**src/rtl/riscv_mem_pkg.sv**
```systemverilog
// Shared types and default widths for the RISC-V fetch/data memory arbiter.
package riscv_mem_pkg;

  localparam int unsigned DEF_ADDR_W   = 32;
  localparam int unsigned DEF_DATA_W   = 32;
  localparam int unsigned LAT_CNT_W    = 3;
  localparam int unsigned STARVE_CNT_W = 4;

  typedef enum logic {
    IDLE = 1'b0,
    WAIT = 1'b1
  } arb_state_e;

  typedef enum logic {
    OWN_IF = 1'b0,
    OWN_DM = 1'b1
  } arb_owner_e;

endpackage

```
**src/rtl/mem_arb_starve_ctr.sv**
```systemverilog
// Saturating count of consecutive fetch denials; force_o makes fetch win the
// next arbitration once the count reaches STARVE_MAX.
module mem_arb_starve_ctr
  import riscv_mem_pkg::*;
#(
  parameter int unsigned STARVE_MAX = 4
) (
  input  logic clk,
  input  logic rst,
  input  logic deny_i,
  input  logic clear_i,
  output logic force_o
);

  localparam logic [STARVE_CNT_W-1:0] SAT = STARVE_CNT_W'(STARVE_MAX);

  logic [STARVE_CNT_W-1:0] cnt_q, cnt_d;

  always_comb begin
    cnt_d = cnt_q;
    if (clear_i) begin
      cnt_d = '0;
    end else if (deny_i && (cnt_q != SAT)) begin
      cnt_d = cnt_q + STARVE_CNT_W'(1);
    end
  end

  always_ff @(posedge clk) begin
    if (rst) begin
      cnt_q <= '0;
    end else begin
      cnt_q <= cnt_d;
    end
  end

  assign force_o = (cnt_q == SAT);

endmodule

```
**src/rtl/riscv_mem_arbiter.sv**
```systemverilog
// Shares one single-port fixed-latency memory between instruction fetch and data
// ports; data wins unless the fetch starvation guard (STARVE_GUARD_EN) forces fetch.
module riscv_mem_arbiter
  import riscv_mem_pkg::*;
#(
  parameter int unsigned ADDR_W     = DEF_ADDR_W,
  parameter int unsigned DATA_W     = DEF_DATA_W,
  parameter int unsigned MEM_LAT    = 1,
  parameter int unsigned STARVE_MAX = 4
) (
  input  logic              CLK,
  input  logic              RST,
  input  logic              IF_REQ,
  input  logic [ADDR_W-1:0] IF_ADDR,
  output logic              IF_GNT,
  output logic              IF_RVALID,
  output logic [DATA_W-1:0] IF_RDATA,
  input  logic              DM_REQ,
  input  logic              DM_WE,
  input  logic [ADDR_W-1:0] DM_ADDR,
  input  logic [DATA_W-1:0] DM_WDATA,
  output logic              DM_GNT,
  output logic              DM_RVALID,
  output logic [DATA_W-1:0] DM_RDATA,
  output logic              MEM_EN,
  output logic              MEM_WE,
  output logic [ADDR_W-1:0] MEM_ADDR,
  output logic [DATA_W-1:0] MEM_WDATA,
  input  logic [DATA_W-1:0] MEM_RDATA,
  output logic              BUSY
);

  localparam logic [LAT_CNT_W-1:0] LAT_LOAD = LAT_CNT_W'(MEM_LAT);
  localparam logic [LAT_CNT_W-1:0] LAT_ONE  = LAT_CNT_W'(1);

  arb_state_e           state_q, state_d;
  arb_owner_e           owner_q, owner_d;
  logic [LAT_CNT_W-1:0] lat_cnt_q, lat_cnt_d;
  logic                 if_rvalid_q, if_rvalid_d;
  logic                 dm_rvalid_q, dm_rvalid_d;
  logic [DATA_W-1:0]    if_rdata_q, if_rdata_d;
  logic [DATA_W-1:0]    dm_rdata_q, dm_rdata_d;
  logic                 if_gnt, dm_gnt;
  logic                 force_if;

`ifdef STARVE_GUARD_EN
  logic if_denied, if_clear;

  assign if_denied = (state_q == IDLE) && !RST && IF_REQ && !if_gnt;
  assign if_clear  = if_gnt || !IF_REQ;

  mem_arb_starve_ctr #(
    .STARVE_MAX (STARVE_MAX)
  ) u_starve_ctr (
    .clk     (CLK),
    .rst     (RST),
    .deny_i  (if_denied),
    .clear_i (if_clear),
    .force_o (force_if)
  );
`else
  logic unused_starve_max;

  assign force_if          = 1'b0;
  assign unused_starve_max = (STARVE_MAX == 0);
`endif

  always_comb begin
    state_d     = state_q;
    owner_d     = owner_q;
    lat_cnt_d   = lat_cnt_q;
    if_rvalid_d = 1'b0;
    dm_rvalid_d = 1'b0;
    if_rdata_d  = if_rdata_q;
    dm_rdata_d  = dm_rdata_q;
    if_gnt      = 1'b0;
    dm_gnt      = 1'b0;
    MEM_EN      = 1'b0;
    MEM_WE      = 1'b0;
    MEM_ADDR    = '0;
    MEM_WDATA   = '0;
    case (state_q)
      IDLE: begin
        // Grants are suppressed while RST is high so nothing reaches memory.
        if (!RST) begin
          if (IF_REQ && (force_if || !DM_REQ)) begin
            if_gnt = 1'b1;
          end else if (DM_REQ) begin
            dm_gnt = 1'b1;
          end
        end
        if (if_gnt) begin
          MEM_EN    = 1'b1;
          MEM_ADDR  = IF_ADDR;
          owner_d   = OWN_IF;
          lat_cnt_d = LAT_LOAD;
          state_d   = WAIT;
        end else if (dm_gnt) begin
          MEM_EN    = 1'b1;
          MEM_WE    = DM_WE;
          MEM_ADDR  = DM_ADDR;
          MEM_WDATA = DM_WDATA;
          if (!DM_WE) begin
            owner_d   = OWN_DM;
            lat_cnt_d = LAT_LOAD;
            state_d   = WAIT;
          end
        end
      end
      WAIT: begin
        if (lat_cnt_q == LAT_ONE) begin
          state_d = IDLE;
          if (owner_q == OWN_DM) begin
            dm_rvalid_d = 1'b1;
            dm_rdata_d  = MEM_RDATA;
          end else begin
            if_rvalid_d = 1'b1;
            if_rdata_d  = MEM_RDATA;
          end
        end else begin
          lat_cnt_d = lat_cnt_q - LAT_ONE;
        end
      end
      default: state_d = IDLE;
    endcase
  end

  always_ff @(posedge CLK) begin
    if (RST) begin
      state_q     <= IDLE;
      owner_q     <= OWN_IF;
      lat_cnt_q   <= '0;
      if_rvalid_q <= 1'b0;
      dm_rvalid_q <= 1'b0;
      if_rdata_q  <= '0;
      dm_rdata_q  <= '0;
    end else begin
      state_q     <= state_d;
      owner_q     <= owner_d;
      lat_cnt_q   <= lat_cnt_d;
      if_rvalid_q <= if_rvalid_d;
      dm_rvalid_q <= dm_rvalid_d;
      if_rdata_q  <= if_rdata_d;
      dm_rdata_q  <= dm_rdata_d;
    end
  end

  assign IF_GNT    = if_gnt;
  assign DM_GNT    = dm_gnt;
  assign IF_RVALID = if_rvalid_q;
  assign DM_RVALID = dm_rvalid_q;
  assign IF_RDATA  = if_rdata_q;
  assign DM_RDATA  = dm_rdata_q;
  assign BUSY      = (state_q == WAIT);

endmodule

```
**config.mk**
```make
export PLATFORM = sky130hd
export DESIGN_NAME = riscv_mem_arbiter
export DESIGN_NICKNAME = d
export VERILOG_FILES = /design/src/rtl/riscv_mem_pkg.sv /design/src/rtl/mem_arb_starve_ctr.sv /design/src/rtl/riscv_mem_arbiter.sv
export SDC_FILE = /design/constraint.sdc
export NUM_CORES = 1
export LEC_CHECK = 0
export ABC_AREA = 1
export CORE_AREA = 3 3 103 105
export CTS_CLUSTER_SIZE = 20
export DETAILED_ROUTE_END_ITERATION = 6
export DIE_AREA = 0 0 106 108
export PLACE_DENSITY = 0.85
export SYNTH_ARGS = -nofsm -noshare
export SYNTH_HDL_FRONTEND = slang
export SYNTH_SLANG_ARGS = --single-unit
```
**constraint.sdc**
```tcl
create_clock -name CLK -period 2.5 [get_ports CLK]
set_input_delay 0.25 -clock CLK [delete_from_list [all_inputs] [get_ports CLK]]
set_output_delay 0.25 -clock CLK [all_outputs]
set_load 0.005 [all_outputs]
```
Run 1, cell outlines without signal wires:
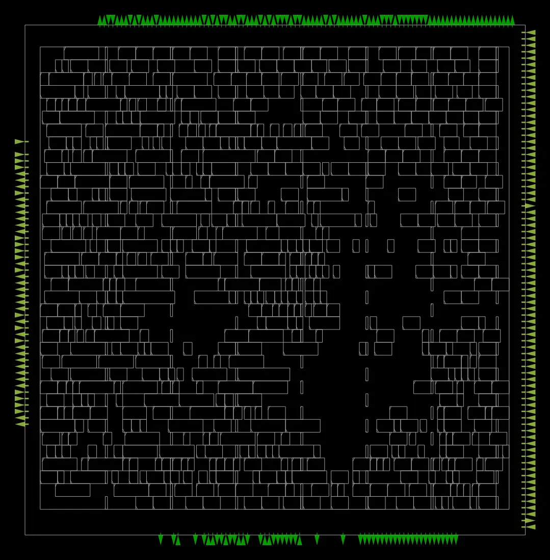
Rows: 36
Flops: 71

Run 1, clock distribution:
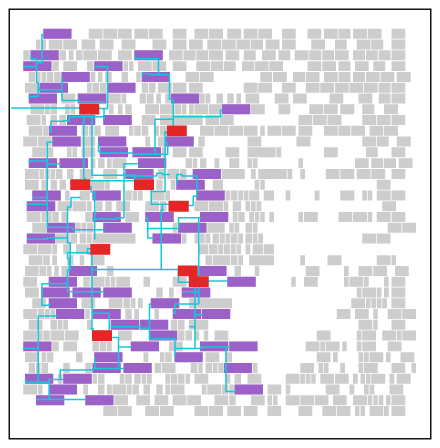
Key: purple = flip-flops [count 71]; cyan = clock wires [length 817 µm]; red = clock drivers [count 9]
There are 10 routed clock nets.

Run 1, logic cells by family:
Scale bar: 20 µm.
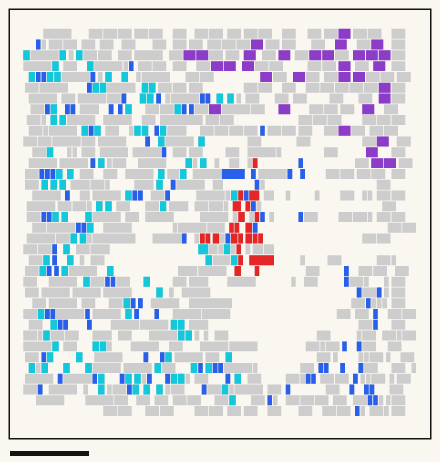
Key: blue = NOR gates [cells 103, most used nor2_1, where all over the die]; cyan = inverting AOI/OAI gates [cells 101, most used o21ai_0]; red = NAND gates [cells 23, most used nand2_1, where centre]; purple = AND-OR and OR-AND gates [cells 32, most used a22o_1, where north-east]
most frequent logic cell in the layout: clkdlybuf4s50_1
multi-input logic portion of the cell area: 21.5%
Post-Layout Cell Count: 833

==> notes.md, run 1 <==
run results: global-route wire length before repair=22.3 mm, Ports=268, combinational group power=0.000672 W, Placer Congestion=0.989, Placed Area=~6000 µm², # diodes=0, startpoint types=input port, Die Size=11400 µm², yosys adder share=less than 1%, WHS Path Cells=2, Vert. Die Dim=108 µm, Clock Sink Count=between 70 and 80, RSZ-0062 raised after global routing=false, syn avg cell area=~7.3 µm², CP arrival=roughly 2100 ps, Core ar.=a little under 10000 µm², Cells after DPL=around 820, hold crit path type=reg2reg, status=completed, net count after synthesis=575, Clock group=roughly 0.0011 W, GRT Util Overall=24.9%, hold buffers post-CTS=0, global-route track usage on met3=9.07%, PostCTS Resize Cnt=0, port bufs=roughly 270, vias=about 4000, drt wl/cell=around 18 µm, Comb pwr share=between 20% and 30%, tool warnings=27, Clock Pin Slew Worst Setup and Hold Paths=80 ps, crit path kind=in2out, Final Hold Viols=0, largest power group=registers, worst r2r src=lat_cnt_q[1], floorplan core density=32.9%, Most Used Layer, Global Route=met2, Final Skew=a little over 9 ps, Final nets=roughly 830, Fin Setup TNS=0 ps, CTS Buf Count=9, routed wl met2=approximately 7 mm, YS chip area=3210 µm², Final ANT Viol Nets=0, Critical Path End Type=primary output
## run 1: worst max-delay path: cells and delay by family
family | cells | cell delay, ps
AND-OR/OR-AND | 1 | 160
buffers and inverters | 4 | 1400
AND/OR/NAND/NOR | 2 | 280
## run 1: cells in the mapped netlist
cell	number
buf_6	3
nand3b_1	1
o21ai_0	62
ha_1	2
nand4_1	1
buf_1	2
nand3_4	1
inv_1	74
a21oi_1	35
nor3_4	1
buf_4	1
inv_2	4
nor2_1	102
a22o_1	32
clkbuf_1	4
o21bai_1	1
buf_2	19
dfxtp_1	71
nand3_1	6
nand2_1	14
or2_2	1
o21ai_1	3
## run 1: cell type report
cell class	count	area [µm²]
clock buffers	10	138
clock inverters	5	106
fillers	859	3520
inverters	78	293
multi-input cells	262	1330
flip-flops and latches	71	1420
well taps	133	166
repair buffers	274	2750
## Run 2: what changed since run 1
--- a/config.mk
+++ b/config.mk
@@ -5,12 +5,12 @@
 export SDC_FILE = /design/constraint.sdc
 export NUM_CORES = 1
 export LEC_CHECK = 0
-export ABC_AREA = 1
-export CORE_AREA = 3 3 103 105
+export CORE_ASPECT_RATIO = 0.7
+export CORE_MARGIN = 3
+export CORE_UTILIZATION = 35
 export CTS_CLUSTER_SIZE = 20
 export DETAILED_ROUTE_END_ITERATION = 6
-export DIE_AREA = 0 0 106 108
-export PLACE_DENSITY = 0.85
+export PLACE_DENSITY = 0.91
 export SYNTH_ARGS = -nofsm -noshare
 export SYNTH_HDL_FRONTEND = slang
 export SYNTH_SLANG_ARGS = --single-unit
Run 2, logic cells by family:
Scale bar: 20 µm.
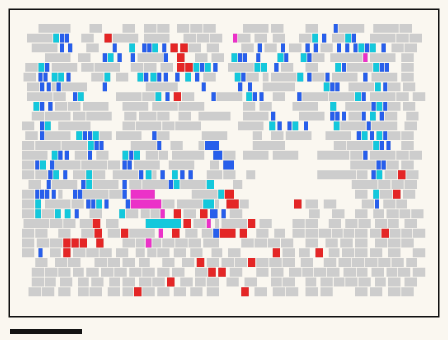
Key: blue = NAND gates [cells 134, most used nand2_1]; magenta = NOR gates [cells 8, most used nor2_1]; cyan = inverting AOI/OAI gates [cells 68, most used a21oi_1]; red = AND and OR gates [cells 37, most used and2_1]

Run 2, signal metal coverage by tile:
The die is cut into 24 by 17 equal tiles; black is low, pale yellow is high, scaled to the fullest tile. Values are wire area over tile area, all layers added.
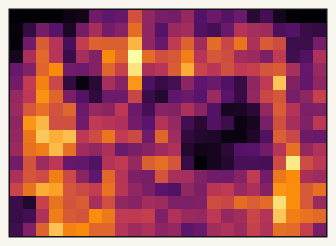
36% of the tiles are over half the peak. 2.2% of the tiles are nearly empty. The mean over all tiles is 0.23.
routed wire length: 14.2 mm
GRT Util Overall: 27.4%
drt wl/cell: 18.4 µm
vias: 3747

==> notes.md, run 2 <==
run results: status=completed (unchanged), largest power group=clock (was registers), RSZ-0062 raised after global routing=false (unchanged), global-route wire length before repair=21.7 mm (was 22.3 mm), WHS Path Cells=2 (unchanged), Final nets=781 (was 831), Post-synth EDFFs=0 (unchanged), Clock Pin Slew Worst Setup and Hold Paths=50 ps (was 80 ps), net count after synthesis=526 (was 575), port bufs=267 (unchanged), combinational group power=0.000584 W (was 0.000672 W), clock network area share=4.74% (was 3.93%), Clock Sink Count=71 (unchanged), Seq area share=23.0% (was 22.9%), Layout non-clock buf frac=44.8% (was 44.3%), Flops=71 (unchanged), Vert. Die Dim=85.4 µm (was 108 µm), Placed Area=5870 µm² (was 5960 µm²), most frequent logic cell in the layout=clkdlybuf4s50_1 (unchanged), CLK BUF=13 (was 10), hold crit path type=reg2reg (unchanged), startpoint types=input port (unchanged), floorplan core density=36.7% (was 32.9%), Synth async-reset ratio=0% (unchanged), commonest cells in the netlist=nand2_1 (129), dfxtp_1 (71), a21oi_1 (64) (was nor2_1 (102), inv_1 (74), dfxtp_1 (71)), Well Taps=120 (was 133)
run 2: cell types whose count changed in the layout (fill, tap and decap cells not counted), moves of 4 or more:
cell / delta
buf_4: +5
a21oi_1: +29
and2_1: +34
nand3_1: -5
inv_2: -4
nor2_1: -97
nand2_1: +115
clkbuf_16: +9
clkbuf_8: -9
o21ai_0: -61
inv_1: -72
run 2: worst max-delay path, delay by kind of cell:
family | cells | cell delay, ps
buf+inv | 3 | 1370
simple gates | 1 | 330
compound gates | 1 | 190
run 2: metrics by stage:
stage / util [%] / power, W / worst slack (ps)
3_5_place_dp: 68.4 / 0.00178 / 115
3_3_place_gp: 68.4 / 0.00176 / 199
4_1_cts: 71.8 / 0.00303 / 114
5_1_grt: 71.9 / 0.00312 / 50.2
2_1_floorplan: - / 0.00137 / 1000
6_report: 71.9 / 0.00301 / 106
Power is estimated from default activity; no workload was simulated.
